$ cat src/rtl/i2c_codec_pkg.sv
// Shared codec register type codes, the ordered init write table and sequencer state encoding.
// Imported by both the init sequencer and the I2C initializer so the codes live in one place.
package i2c_codec_pkg;

  localparam int N_WRITES = 11;

  localparam logic [3:0] TYPE_RESET           = 4'h0;
  localparam logic [3:0] TYPE_ANALOG_PATH     = 4'h1;
  localparam logic [3:0] TYPE_DIGITAL_PATH    = 4'h2;
  localparam logic [3:0] TYPE_POWER_DOWN      = 4'h3;
  localparam logic [3:0] TYPE_DIGITAL_FORMAT  = 4'h4;
  localparam logic [3:0] TYPE_SAMPLE          = 4'h5;
  localparam logic [3:0] TYPE_ACTIVE          = 4'h6;
  localparam logic [3:0] TYPE_RIGHT_PHONE_OUT = 4'h7;
  localparam logic [3:0] TYPE_LEFT_PHONE_OUT  = 4'h8;
  localparam logic [3:0] TYPE_RIGHT_LINE_IN   = 4'h9;
  localparam logic [3:0] TYPE_LEFT_LINE_IN    = 4'hA;

  // Write order: reset first, activate last once every other register is set.
  localparam logic [3:0] TYPE_TABLE [N_WRITES] = '{
    TYPE_RESET,
    TYPE_LEFT_LINE_IN,
    TYPE_RIGHT_LINE_IN,
    TYPE_LEFT_PHONE_OUT,
    TYPE_RIGHT_PHONE_OUT,
    TYPE_ANALOG_PATH,
    TYPE_DIGITAL_PATH,
    TYPE_POWER_DOWN,
    TYPE_DIGITAL_FORMAT,
    TYPE_SAMPLE,
    TYPE_ACTIVE
  };

  typedef enum logic [2:0] {
    ST_IDLE,
    ST_ISSUE,
    ST_WAIT,
    ST_GAP,
    ST_DONE,
    ST_ERROR
  } seq_state_t;

  function automatic logic [3:0] type_of(input logic [3:0] idx);
    type_of = (idx < 4'(N_WRITES)) ? TYPE_TABLE[idx] : TYPE_RESET;
  endfunction

endpackage

$ cat src/rtl/i2c_codec_init_sequencer.sv
// Walks the 11 codec register writes through the I2C initializer with per-write timeout and retry.
// i_start in IDLE gives o_i2c_start two cycles later; each write waits for i_i2c_finished, then GAP_CYCLES idle.
module i2c_codec_init_sequencer
  import i2c_codec_pkg::*;
#(
  parameter int GAP_CYCLES     = 4,
  parameter int TIMEOUT_CYCLES = 256,
  parameter int MAX_RETRY      = 2,
  parameter int CNT_W          = 9
) (
  input  logic       i_clk,
  input  logic       i_rst_n,
  input  logic       i_start,
  output logic       o_i2c_start,
  output logic [3:0] o_i2c_type,
  input  logic       i_i2c_finished,
  output logic       o_busy,
  output logic       o_done,
  output logic       o_error,
  output logic [3:0] o_step
);

  localparam int                 RETRY_W      = (MAX_RETRY < 1) ? 1 : $clog2(MAX_RETRY + 1);
  localparam logic [CNT_W-1:0]   GAP_LAST     = CNT_W'(GAP_CYCLES - 1);
  localparam logic [CNT_W-1:0]   TIMEOUT_LAST = CNT_W'(TIMEOUT_CYCLES - 1);
  localparam logic [RETRY_W-1:0] RETRY_MAX    = RETRY_W'(MAX_RETRY);
  localparam logic [3:0]         LAST_STEP    = 4'(N_WRITES - 1);

  seq_state_t       r_state;
  logic [CNT_W-1:0] r_cnt;
  logic [RETRY_W-1:0] r_retry;
  logic [3:0]       r_step;
  logic [3:0]       r_type;
  logic             r_advance;
  logic             r_last;
  logic             r_start;
  logic             r_busy;
  logic             r_done;
  logic             r_error;

  logic [3:0]       w_next_step;

  // r_advance distinguishes a successful write from a timeout re-issue of the same step.
  assign w_next_step = r_advance ? (r_step + 4'd1) : r_step;

  always_ff @(posedge i_clk or negedge i_rst_n) begin
    if (!i_rst_n) begin
      r_state   <= ST_IDLE;
      r_cnt     <= '0;
      r_retry   <= '0;
      r_step    <= 4'd0;
      r_type    <= TYPE_RESET;
      r_advance <= 1'b0;
      r_last    <= 1'b0;
      r_start   <= 1'b0;
      r_busy    <= 1'b0;
      r_done    <= 1'b0;
      r_error   <= 1'b0;
    end else begin
      r_start <= 1'b0;
      case (r_state)
        ST_IDLE, ST_DONE, ST_ERROR: begin
          if (i_start) begin
            r_state   <= ST_ISSUE;
            r_step    <= 4'd0;
            r_type    <= type_of(4'd0);
            r_retry   <= '0;
            r_advance <= 1'b0;
            r_last    <= 1'b0;
            r_busy    <= 1'b1;
            r_done    <= 1'b0;
            r_error   <= 1'b0;
          end
        end
        ST_ISSUE: begin
          r_start <= 1'b1;
          r_cnt   <= '0;
          r_state <= ST_WAIT;
        end
        ST_WAIT: begin
          r_cnt <= r_cnt + CNT_W'(1);
          if (i_i2c_finished) begin
            r_state   <= ST_GAP;
            r_cnt     <= '0;
            r_retry   <= '0;
            r_advance <= 1'b1;
            r_last    <= (r_step == LAST_STEP);
          end else if (r_cnt == TIMEOUT_LAST) begin
            r_cnt     <= '0;
            r_advance <= 1'b0;
            if (r_retry < RETRY_MAX) begin
              r_retry <= r_retry + RETRY_W'(1);
              r_state <= ST_GAP;
            end else begin
              r_state <= ST_ERROR;
              r_busy  <= 1'b0;
              r_error <= 1'b1;
            end
          end
        end
        ST_GAP: begin
          r_cnt <= r_cnt + CNT_W'(1);
          if (r_cnt == GAP_LAST) begin
            r_cnt <= '0;
            if (r_last) begin
              r_state <= ST_DONE;
              r_busy  <= 1'b0;
              r_done  <= 1'b1;
            end else begin
              r_state <= ST_ISSUE;
              r_step  <= w_next_step;
              r_type  <= type_of(w_next_step);
            end
          end
        end
        default: r_state <= ST_IDLE;
      endcase
    end
  end

  assign o_i2c_start = r_start;
  assign o_i2c_type  = r_type;
  assign o_busy      = r_busy;
  assign o_done      = r_done;
  assign o_error     = r_error;
  assign o_step      = r_step;

endmodule

$ cat config.mk
export PLATFORM = sky130hd
export DESIGN_NAME = i2c_codec_init_sequencer
export DESIGN_NICKNAME = d
export VERILOG_FILES = /design/src/rtl/i2c_codec_pkg.sv /design/src/rtl/i2c_codec_init_sequencer.sv
export SDC_FILE = /design/constraint.sdc
export NUM_CORES = 1
export LEC_CHECK = 0
export ABC_AREA = 1
export CORE_MARGIN = 1
export CORE_UTILIZATION = 60
export CTS_CLUSTER_DIAMETER = 60
export DETAILED_ROUTE_END_ITERATION = 10
export GPL_TIMING_DRIVEN = 0
export PLACE_DENSITY = 0.87
export SYNTH_ARGS = -nofsm -noshare
export SYNTH_HDL_FRONTEND = slang
export SYNTH_SLANG_ARGS = --single-unit
$ cat constraint.sdc
create_clock -name i_clk -period 4.7 [get_ports i_clk]
set_input_delay 0.94 -clock i_clk [delete_from_list [all_inputs] [get_ports i_clk]]
set_output_delay 0.94 -clock i_clk [all_outputs]
set_load 0.05 [all_outputs]
**Run 1: the clock network**

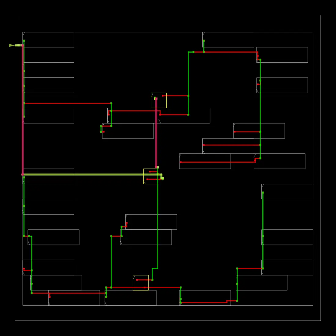
Clock buffer cells: 3
Num CTS Buffers: 3
Clock group: 98.7 uW

**Run 1: pin map**

(6 px per um) Pins as bars across the die edge, other pins in gray.
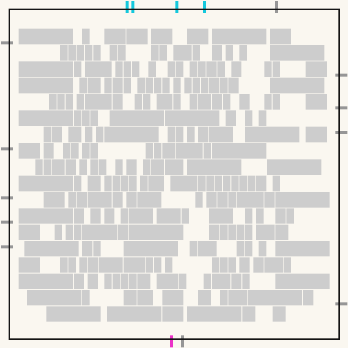
Magenta shows i_start, pins 1, direction input, edge bottom. Cyan shows o_step, pins 4, direction output, edge top.
All pins by edge: 5 left, 5 top, 4 right, 2 bottom.
die y size: 54.7 um
die width: 54.7 um
Port Buf Inserts: 15

==> flow_metrics.tcl, run 1 <==
# collected from the flow reports
set metrics [dict create \
    status "finished clean" \
    setup_viol 0 \
    dieArea_um2 3000 \
    p_int_uw 460 \
    nNetsFinal 253 \
    comb_power_share_pct 52.3 \
    worst_pin_slew_ns 0.589 \
    worst_r2r_path_depth 13 \
    min_path_cells 2 \
    finalClockPeriodUsage_pct 54.5 \
    antenna_found_initial 0 \
    fmax_mhz 390 \
    cp.required_ns 3.76 \
    syn_avg_cell_area_um2 7.45 \
    grt_max_degree 29 \
    clockBufferDepth 2 \
    r2r-end "r_state[0]" \
    gp_congestion 0.861 \
    yosysWarnings 0 \
    path_delay_family "buffers and inverters" \
    final_util_pct 73.6 \
    r2r_start "r_cnt[0]" \
    dpl.hpwl_um 2340 \
    cts_hold_buf 0 \
    path_clk_slew_ns 0.15 \
    drt_iter0_markers 39 \
    insertion_delay_ns 0.33 \
    crit_path_max_incr_delay_ns 0.83 \
    io_pins 16 \
    fin_skew_ns 0.00595 \
    xor_area_share_pct 2.62 \
    vias_per_cell 5.14 \
    cap_viol_max_count 0 \
    yosysChipArea_um2 1670 \
    synth_nets 233 \
    rrSetupSlack_ns 2.60 \
    rsz0062_at_grt "no" \
    vdd_drop_max_mv 0.508 \
    synth.distinct_cells 23 \
    worstHoldEndpoint "o_i2c_type[3]" \
    synth.logic.top_family "simple AND/OR/NAND/NOR gates" \
    mux_share_pct 0 \
    path_buffers 1 \
    cts_tree "yes" \
    ys_sh_adder_pct 3.75 \
    startpoint "o_step[3]" \
    final_common_cell "nand2_1" \
    core_area_um2 2540 \
    drc 0 \
    drive_above_1_share_pct 11.6 \
    grt_overflow 0 \
    hold_path.class "reg2reg" \
    simple_gate_share_pct 34.4 \
    antennaDiodeCount 0 \
    area_delta_synth_final_pct 12.3 \
    fp_util_pct 65.6 \
    avgRoutedWirePerCell_um 11.1 \
    slowest_stage "clkdlybuf4s50_1" \
    warning_count 28 \
    slew_violations 0 \
    antenna_left 0 \
    ys_seq_share_pct 42.0 \
    synthCells 224 \
    root_buffer "clkbuf_4" \
    ys_sh_aoi_pct 8.92 \
    ys_cells 224 \
    numSynthFlops 28 \
    grt_pass1_wl_um 4970 \
    cp.arrival_ns 1.62 \
    cts.sinks 28 \
    clockPowerShare_pct 11.0 \
    grt_pass1_vias 1245 \
    p_per_area_nw_per_um2 478 \
    crit_path_end_kind "output pin" \
    p_sw_uw 435 \
]
**Run 1: signal metal coverage by tile**

(4 px per um) 11 x 11 tiles, from dark purple (low) to yellow (high), scaled to the fullest tile. Values are wire area over tile area, all layers added.
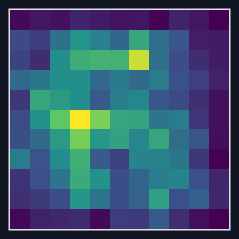
The emptiest ninth of the die: upper right. The mean over all tiles is 0.16. The fullest tile reaches 0.50. 20% of the tiles are over half the peak.
final WL: 3020 um
via count: 1,397
Overall Global Routing Usage: 23.4%

## run 1: how the worst max path moves through the flow
stage | end | cells after the start | slack, ns
after floorplan | o_busy | 13 | 2.89
after global placement | o_step[2] | 1 | 2.30
after detailed placement | o_step[2] | 1 | 2.28
after CTS | o_step[0] | 1 | 2.13
after global routing | o_step[3] | 1 | 2.08
final | o_step[3] | 1 | 2.14
## run 1: layer usage
metal | track usage (%) | wire length, um
met4 | 10.7 | 46
met1 | 30.4 | 1540
met5 | 0 | 0
met2 | 38.6 | 1350
met3 | 2.50 | 77
## run 1: cell type report
cell class / count / area (um2)
Clock buffer: 3 / 22.5
Sequential cell: 28 / 701
Inverter: 37 / 139
Timing Repair Buffer: 15 / 145
Multi-Input combinational cell: 159 / 830
Tap cell: 30 / 37.5
Fill cell: 190 / 671
## run 1: Yosys cell counts (all sizes together)
| cell | n | area (um2) |
|---|---|---|
| nand2 | 76 | 298 |
| o311ai | 1 | 8.76 |
| nand4 | 2 | 12.5 |
| a21oi | 6 | 30.0 |
| nor3 | 3 | 15.0 |
| clkinv | 1 | 3.75 |
| nand3 | 16 | 90.1 |
| nor2 | 26 | 153 |
| o22ai | 4 | 25.0 |
| dfrtp | 28 | 701 |
| o21ai | 14 | 85.1 |
| ha | 5 | 62.6 |
| xor2 | 5 | 43.8 |
| inv | 36 | 135 |
| nor4 | 1 | 6.26 |
## run 1: logic make-up (layout without fill, tap and decap cells)
logic type,Yosys count,after routing
compound gates,25,25
xor+xnor,5,5
fa+ha+maj,5,5
buf+inv,37,55
flops,28,28
simple gates,124,124
## run 1: flip-flops by register name, summed over array words and instances, names as in the netlist
register / count
o_busy: 1
o_done: 1
o_error: 1
o_i2c_start: 1
o_i2c_type: 4
o_step: 4
r_advance: 1
r_cnt: 9
r_last: 1
r_retry: 2
r_state: 3
## run 1: power by group through the flow
stage	clock network, uW	registers, uW	logic (uW)
3_3_place_gp	0	332	459
5_1_grt	107	335	523
3_5_place_dp	0	333	466
4_1_cts	99.9	328	469
2_1_floorplan	0	387	300
6_report	98.7	329	468
## run 1: per-stage QoR
step / hold WS, ns / instances / power, uW / setup slack [ns] / instance area [um2]
after floorplan: 0.459 / 224 / 687 / 2.89 / 1670
after global placement: 0.456 / 269 / 792 / 2.30 / 1860
after detailed placement: 0.462 / 269 / 799 / 2.28 / 1860
after CTS: 0.496 / 272 / 897 / 2.13 / 1880
after global routing: 0.516 / 272 / 964 / 2.08 / 1870
final: 0.490 / 272 / 895 / 2.14 / 1870
==> run 2, diff against run 1 <==
--- a/config.mk
+++ b/config.mk
@@ -7,11 +7,11 @@
 export LEC_CHECK = 0
 export ABC_AREA = 1
 export CORE_MARGIN = 1
-export CORE_UTILIZATION = 60
+export CORE_UTILIZATION = 51
 export CTS_CLUSTER_DIAMETER = 60
 export DETAILED_ROUTE_END_ITERATION = 10
 export GPL_TIMING_DRIVEN = 0
-export PLACE_DENSITY = 0.87
+export PLACE_DENSITY = 0.79
 export SYNTH_ARGS = -nofsm -noshare
 export SYNTH_HDL_FRONTEND = slang
 export SYNTH_SLANG_ARGS = --single-unit
==> constraint.sdc (replaced) <==
create_clock -name i_clk -period 2.3 [get_ports i_clk]
set_input_delay 0.46 -clock i_clk [delete_from_list [all_inputs] [get_ports i_clk]]
set_output_delay 0.46 -clock i_clk [all_outputs]
set_load 0.05 [all_outputs]
==> flow_metrics.tcl, run 2 <==
# collected from the flow reports
set metrics [dict create \
    vdd_drop_max_mv 0.698 \
    crit_path_max_incr_delay_ns 0.42 \
    cp.arrival_ns 2.34 \
    cts-htree-levels 1 \
    drtPass1Iterations 4 \
    clockBufferDepth 2 \
    worst_r2r_path_depth 13 \
    leakage_uw 0.000973 \
    yosysChipArea_um2 1670 \
    vias_per_cell 4.85 \
    numCtsBuffers 3 \
    cts_hold_buf 0 \
    slew-limit-headroom_pct 59.1 \
    crit_path_end_kind "flip-flop" \
    finalClockPeriodUsage_pct 91.5 \
    drc 0 \
    cp_max_fo 8 \
    async_flop_share_pct 100 \
    r2r_start "r_cnt[0]" \
    nNetsFinal 253 \
    netlist.area_leader.share_pct 42.0 \
    cp.depth 13 \
    rows 20 \
    p_per_area_nw_per_um2 984 \
    worst_pin_slew_ns 0.613 \
    dieArea_um2 3510 \
    yosysWarnings 0 \
    most_common_cell "nand2_1" \
    fmax_mhz 475 \
    warning_count 28 \
    top_layer_used "met4" \
    syn_avg_cell_area_um2 7.45 \
    start_kind "flip-flop" \
    dpl.hpwl_um 2390 \
    drt_iter0_markers 70 \
    yosys-top-cells-count "nand2_1 (71), inv_1 (29), dfrtp_1 (28), nor2_1 (18), nand3_1 (14)" \
    startpoint "r_cnt[0]" \
    antenna_left 0 \
    finalCriticalPeriod_ns 2.10 \
    regMostFlops "r_cnt" \
    path_common_cell "nand2_1" \
    fp.dieH_um 59.2 \
    root_buffer "clkbuf_4" \
    gp_congestion 0.799 \
    cts_tree "yes" \
    status "finished clean" \
    lay_top_cells "nand2_1 (71), inv_1 (29), dfrtp_1 (28)" \
    slowest_stage "dfrtp_1" \
    path_clk_slew_ns 0.15 \
    die-width_um 59.2 \
    grt_pass1_wl_um 5400 \
    antenna_found_initial 0 \
    p_sw_uw 899 \
    synth-edff-count 0 \
    fillers 276 \
    fin_setup_tns_ns 0 \
    hold_path.class "in2async" \
    largest_reg_flops 9 \
    setup_viol 0 \
    path_buffers 1 \
    synthCells 224 \
    port_buffers 15 \
    wl_met1_um 1600 \
    crit_chain "ha_1 -> nand2_1 -> nor2_1 -> nand3_1 -> nor2_1 -> nand2_1 -> inv_1 -> ha_1 -> nor2_4 -> nor2_4 -> nand2_2 -> nand2_1 -> o21ai_1" \
    grt_overflow 0 \
    grt_max_degree 29 \
    clockPowerShare_pct 13.0 \
    total_power_uw 1870 \
    ys_cells 224 \
    io_pins 16 \
    fp_util_pct 54.2 \
    final_common_cell "nand2_1" \
    post_cts.repair.setup_buffers 0 \
    numSynthFlops 28 \
    drive_above_1_share_pct 11.9 \
    ys_seq_share_pct 42.0 \
    rrSetupSlack_ns 0.20 \
    rsz0062_at_grt "no" \
    antennaDiodeCount 0 \
    p_int_uw 976 \
    flop_cell "dfrtp_1" \
    cp.required_ns 2.54 \
    wl_met2_um 1370 \
    power_frac_seq_pct 36.1 \
    grt_pass1_vias 1213 \
    area_delta_synth_final_pct 14.2 \
    top_area_cell "dfrtp_1" \
    cts_resized 0 \
    wl_met3_um 123 \
    synth.distinct_cells 23 \
    hold_viol_final 0 \
    synth.cell_area_um2 1670 \
    path_class "reg2reg" \
    synth_nets 233 \
    path_delay_family "simple AND/OR/NAND/NOR gates" \
    cap_viol_max_count 0 \
    comb_power_share_pct 50.9 \
    slew_violations 0 \
    swShare_pct 48.0 \
    netlist_top_cells_area "dfrtp_1 (42%), nand2_1 (16%), inv_1 (6.5%)" \
]
[run 2: cell count changes in the layout (fill, tap and decap cells not counted), sizes merged]
cell,change
clkbuf,+1
[run 2: power groups by stage]
| stage | Sequential (uW) | Clock [uW] | Combinational [uW] |
|---|---|---|---|
| after floorplan | 791 | 0 | 613 |
| after global placement | 680 | 0 | 941 |
| after detailed placement | 685 | 0 | 951 |
| after CTS | 676 | 251 | 957 |
| after global routing | 686 | 277 | 1040 |
| final | 676 | 243 | 955 |
[run 2: cells by family (layout without fill, tap and decap cells)]
| family | count (synthesis) | count (layout) | share of synthesized area (%) |
|---|---|---|---|
| DFF | 28 | 28 | 42.0 |
| AOI/OAI and AO/OA | 25 | 25 | 8.92 |
| xor gates and xnor gates | 5 | 5 | 2.62 |
| buffers and inverters | 37 | 56 | 8.32 |
| adders and majority gates | 5 | 5 | 3.75 |
| and+or+nand+nor | 124 | 124 | 34.4 |
[run 2: path summary, 6_finish.rpt]
check                                 to
min reg2reg                o_i2c_type[2]
min                           r_state[0]
max reg2reg                   r_state[0]
max in group asynchronous         o_busy
min in group i_clk         o_i2c_type[2]
max                           r_state[0]
[run 2: through the flow]
step | setup WS (ns) | instance area [um2] | hold WS, ns | instances
CTS | 0.184 | 1910 | 0.503 | 287
global placement | 0.246 | 1870 | 0.464 | 283
finish | 0.197 | 1910 | 0.117 | 287
detailed placement | 0.222 | 1870 | 0.466 | 283
floorplan | 0.491 | 1670 | 0.164 | 224
global route | 0.0179 | 1910 | 0.159 | 287
[run 2: cell type report]
type / instances / area [um2] / share of cell area, %
Tap cell: 44 / 55.1 / 2.89
Clock buffer: 4 / 36.3 / 1.90
Sequential cell: 28 / 701 / 36.8
Inverter: 37 / 139 / 7.29
Timing Repair Buffer: 15 / 145 / 7.62
Multi-Input combinational cell: 159 / 830 / 43.5
[run 2: metal layers]
layer | track usage, % | up-vias
li1 | - | 743
met1 | 31.1 | 618
met2 | 29.5 | 26
met3 | 1.97 | 4
met4 | 8.16 | 0
met5 | 0 | -
**Run 2: the clock network**

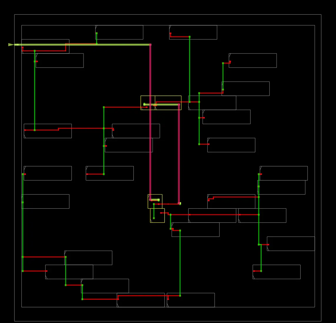
Clock buffer cells: 4
CTS sink cnt: 28
Latency at later pin: 0.33 ns
flop count: 28
Layout Skew: 0.00517 ns

**Run 2: signal metal coverage by tile**

(4 px per um) 12 x 12 tiles, from dark purple (low) to yellow (high), scaled to the fullest tile. Values are wire area over tile area, all layers added.
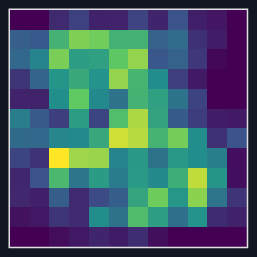
31% of the tiles are over half the peak. The densest ninth of the die: center. The fullest tile reaches 0.40. The mean over all tiles is 0.14.
DR WL/cell: 11.0 um
final WL: 3140 um
Overall Global Routing Usage: 20.4%
via count: 1,391

**Run 2: placed cells, one color a class**

(10 px per um)
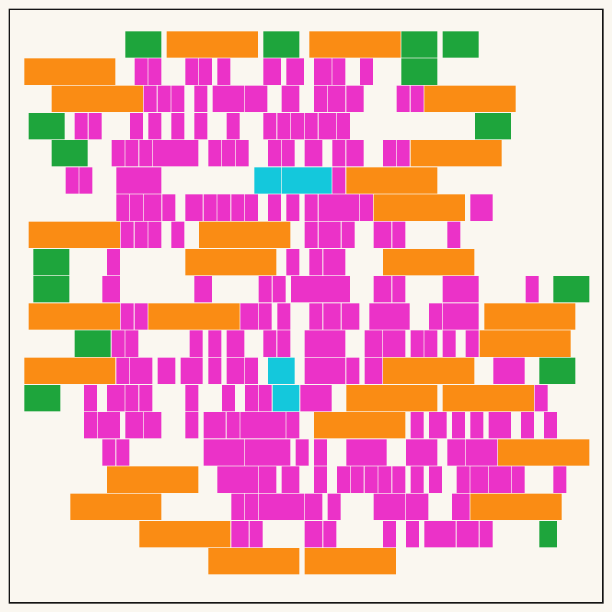
Cyan shows clock drivers and dummy loads, cells 4, share of their area 2.0%. Magenta shows all other logic, cells 196, share of their area 52%. Orange shows flip-flops, cells 28, share of their area 38%. Green shows other buffers and delay cells, cells 15, share of their area 7.8%.
fin util: 61.9%
Core Area: 3080 um2

==> run 3, diff against run 2 <==
--- a/config.mk
+++ b/config.mk
@@ -5,13 +5,12 @@
 export SDC_FILE = /design/constraint.sdc
 export NUM_CORES = 1
 export LEC_CHECK = 0
-export ABC_AREA = 1
 export CORE_MARGIN = 1
-export CORE_UTILIZATION = 51
+export CORE_UTILIZATION = 52
 export CTS_CLUSTER_DIAMETER = 60
 export DETAILED_ROUTE_END_ITERATION = 10
 export GPL_TIMING_DRIVEN = 0
-export PLACE_DENSITY = 0.79
+export PLACE_DENSITY = 0.8
 export SYNTH_ARGS = -nofsm -noshare
 export SYNTH_HDL_FRONTEND = slang
 export SYNTH_SLANG_ARGS = --single-unit
==> flow_metrics.tcl, run 3 <==
# collected from the flow reports
set metrics [dict create \
    p_per_area_nw_per_um2 1040 \
    port_buffers 15 \
    fmax_mhz 447 \
    gp_congestion 0.874 \
    rrSetupSlack_ns 0.06 \
    cts_hold_buf 0 \
    clockBufferDepth 2 \
    cts-htree-levels 1 \
    ys_seq_share_pct 37.8 \
    io_pins 16 \
    status "finished clean" \
    finalCriticalPeriod_ns 2.24 \
    place_ws_ns -0.0924 \
    cap_viol_max_count 0 \
    setup_viol 0 \
    leakage_uw 0.000861 \
    finalNonFillerCells 269 \
    antennaDiodeCount 0 \
    grt_pass1_wl_um 6880 \
    totalWireLength_um 4130 \
    slowest_stage "dfrtp_1" \
    cp_max_fo 8 \
    netlist_top_cells_area "dfrtp_1 (38%), nand3_1 (3.8%), a21oi_1 (3.5%)" \
    cp.arrival_ns 2.52 \
    avgRoutedWirePerCell_um 15.4 \
    grt_usage_pct 24.4 \
    worst_pin_slew_ns 0.638 \
    numSynthFlops 28 \
    grt_pass1_vias 1554 \
    flop_cell "dfrtp_1" \
    cts.sinks 28 \
    drtPass1Iterations 4 \
    vias_per_cell 6.01 \
    largest_reg_flops 9 \
    hold_viol_final 0 \
    cp.required_ns 2.58 \
    slew_violations 0 \
    area_delta_synth_final_pct 16.5 \
    path_clk_slew_ns 0.16 \
    synth_nets 211 \
    start_kind "flip-flop" \
    grt_max_degree 29 \
    synthCells 202 \
    numPlacedInstances 263 \
    crit_path_end_kind "flip-flop" \
    most_common_cell "dfrtp_1" \
    finalClockPeriodUsage_pct 97.4 \
    total_power_uw 2240 \
    warning_count 28 \
    vdd_drop_max_mv 0.724 \
    fin_setup_tns_ns 0 \
    slew-limit-headroom_pct 57.5 \
    dieArea_um2 3810 \
    hold_path.class "in2async" \
    antenna_left 0 \
    drc 0 \
    yosysChipArea_um2 1850 \
    synth-edff-count 0 \
    dr_total_vias 1617 \
    drt_iter0_markers 110 \
    top_area_cell "dfrtp_1" \
    place_area_um2 2060 \
    yosys-top-cells-count "dfrtp_1 (28), nand3_1 (14), a21oi_1 (13), nand2_1 (13), nor2_1 (12)" \
    fin_area_um2 2160 \
    dpl.hpwl_um 2830 \
    async_flop_share_pct 100 \
    yosysWarnings 0 \
    ys_cells 202 \
    root_buffer "clkbuf_4" \
    crit_path_max_incr_delay_ns 0.45 \
    lay_top_cells "dfrtp_1 (27), nand3_1 (14), clkdlybuf4s50_1 (14)" \
    netlist.area_leader.share_pct 37.8 \
    cts_tree "yes" \
    fp_util_pct 55.1 \
    synth.distinct_cells 57 \
    path_common_cell "and3_1" \
    path_class "reg2reg" \
    insertion_delay_ns 0.34 \
    final_common_cell "dfrtp_1" \
    synth.cell_area_um2 1850 \
    antenna_found_initial 0 \
    crit_chain "ha_1 -> and3_1 -> and3_1 -> nand3_1 -> inv_1 -> ha_4 -> o21a_4 -> or3_1 -> o21ai_2" \
    drive_above_1_share_pct 14.8 \
    regMostFlops "r_cnt" \
    nNetsFinal 233 \
    numCtsBuffers 3 \
    syn_avg_cell_area_um2 9.17 \
    grt_overflow 0 \
    fin_ws_ns 0.0605 \
]
## run 3: netlist changes by cell type in the layout (fill, tap and decap cells not counted), moves of 5 or more
cell,previous run,this run
a21oi_1,6,13
a31oi_1,0,8
buf_4,0,6
inv_1,29,9
inv_2,7,1
nand2_1,71,13
nor2_1,18,12
nor2_4,7,0
o21ai_0,4,11
o21ai_1,8,3
## run 3: repair_timing
| item | in CTS | in global routing |
|---|---|---|
| setup buffers | 2 | 2 |
| pin swaps | 1 | 1 |
| gates resized | 2 | 2 |
| setup endpoints to repair | 12 | 9 |
| cloned | 0 | 0 |
## run 3: report_power, final
| part | switching, uW | internal (uW) | leakage, uW |
|---|---|---|---|
| sequential | 106 | 593 | 0.000371 |
| combinational | 717 | 493 | 0.000462 |
| clock | 155 | 176 | 0.0000279 |
## run 3: layer usage
metal / vias to the layer above / share of wire [%] / track usage, % / routed length [um]
met5: - / 0 / 0 / 0
met4: 0 / 1.7 / 11.1 / 70
met2: 49 / 47 / 39.5 / 1950
met3: 9 / 3.7 / 2.28 / 153
li1: 794 / - / - / -
met1: 765 / 47 / 33.6 / 1960
## run 3: area by class of cell
class,instances,area (um2)
Clock inverter,1,30.0
Inverter,10,37.5
Multi-Input combinational cell,151,1070
Buffer,11,61.3
Tap cell,46,57.6
Fill cell,303,1200
Clock buffer,3,22.5
Timing Repair Buffer,19,175
Sequential cell,28,702
## run 3: kinds of logic after synthesis
kind of cell	synth area share, %
buffers and inverters	5.74
AOI/OAI and AO/OA	24.8
xor gates and xnor gates	2.90
muxes	2.77
DFF	37.8
and+or+nand+nor	22.6
adders and majority gates	3.38
## run 3: critical path: cells and delay by family (launching register included)
family	cells	cell delay [ns]
fa+ha+maj	2	0.46
flops	1	0.45
compound gates	2	0.28
buf+inv	1	0.08
simple gates	4	0.90
## run 3: worst paths after layout
| check | cells past startpoint | end | start |
|---|---|---|---|
| max in group asynchronous | 1 | o_step[0] | i_rst_n |
| setup / recovery | 9 | r_cnt[7] | r_cnt[0] |
| min in group i_clk | 2 | o_busy | o_busy |
| hold / removal | 1 | o_done | i_rst_n |
| setup reg to reg | 9 | r_cnt[7] | r_cnt[0] |
| hold reg to reg | 2 | o_busy | o_busy |
## run 3: metrics by stage
step	util (%)	hold slack, ns
global placement	61.3	0.489
finish	64.2	0.119
global route	64.2	0.153
floorplan	-	0.164
detailed placement	61.3	0.483
CTS	63.5	0.534
**Run 3: pin map**

(6 px per um) Pins as bars across the die edge, other pins in gray.
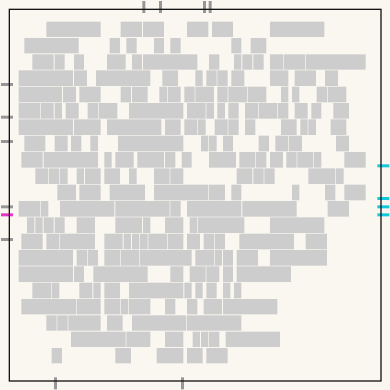
Cyan shows o_step, pins 4, direction output, edge right. Magenta shows i_start, pins 1, direction input, edge left.
die y size: 61.7 um
die width: 61.7 um

**Run 3: the clock network**

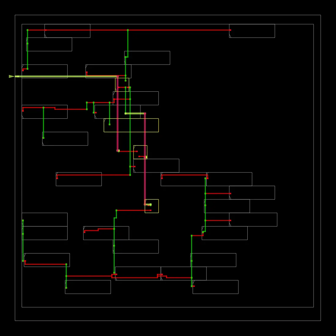
Clock group: 331 uW
Layout Skew: 0.00524 ns
Clock buffer cells: 3

**Run 3: placed cells, one color a class**

(10 px per um)
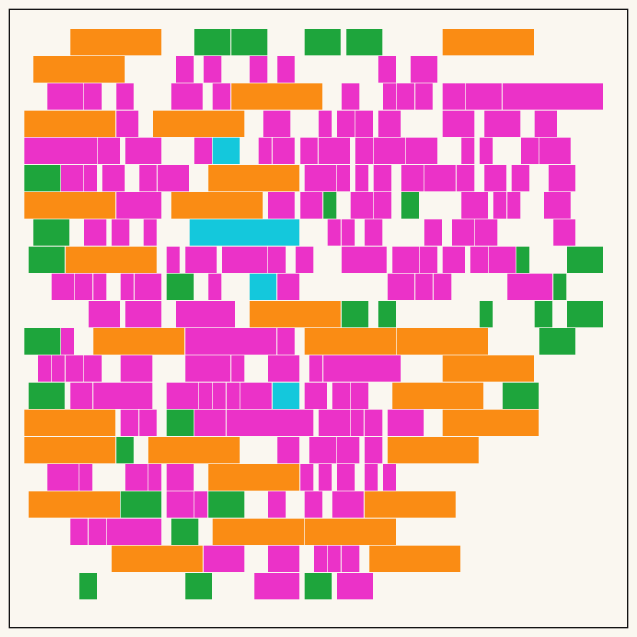
Cyan shows clock drivers and dummy loads, cells 4, share of their area 2.5%. Orange shows flip-flops, cells 28, share of their area 33%. Green shows other buffers and delay cells, cells 30, share of their area 11%. Magenta shows all other logic, cells 161, share of their area 53%.
Core Area: 3360 um2
Rows: 21
fin util: 64.2%


==> screenshots <==
Met3 routing.
(8 px per um)
panel A
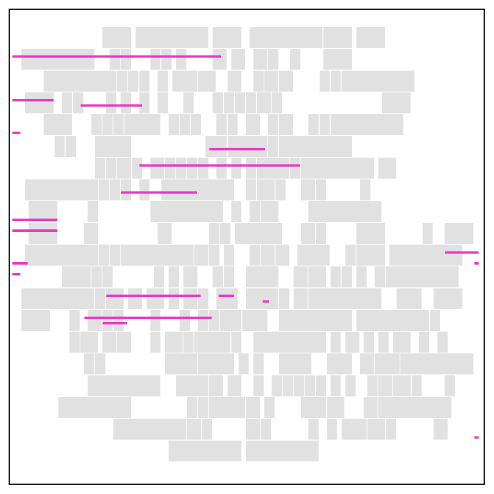
panel B
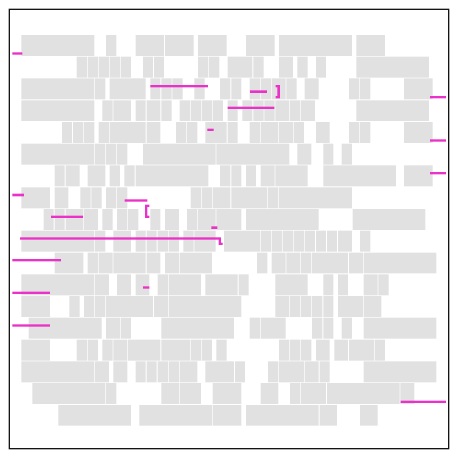
panel C
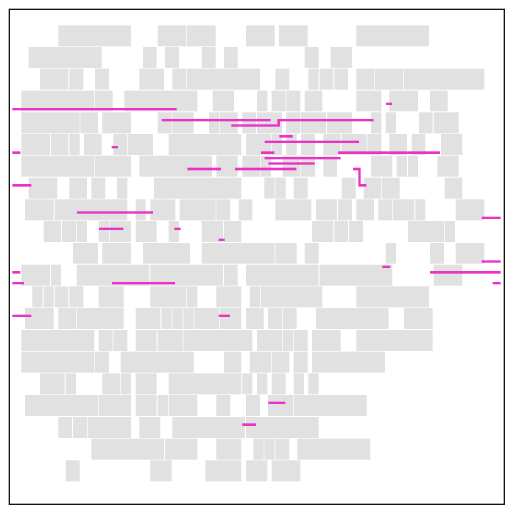
For run 2, see panel A.
For run 3, see panel C.
For run 1, see panel B.

Key to panel A:
The longest straight run is 25.8 um. The layer holds 3.9% of the routed length.

Power is estimated from default activity; no workload was simulated.
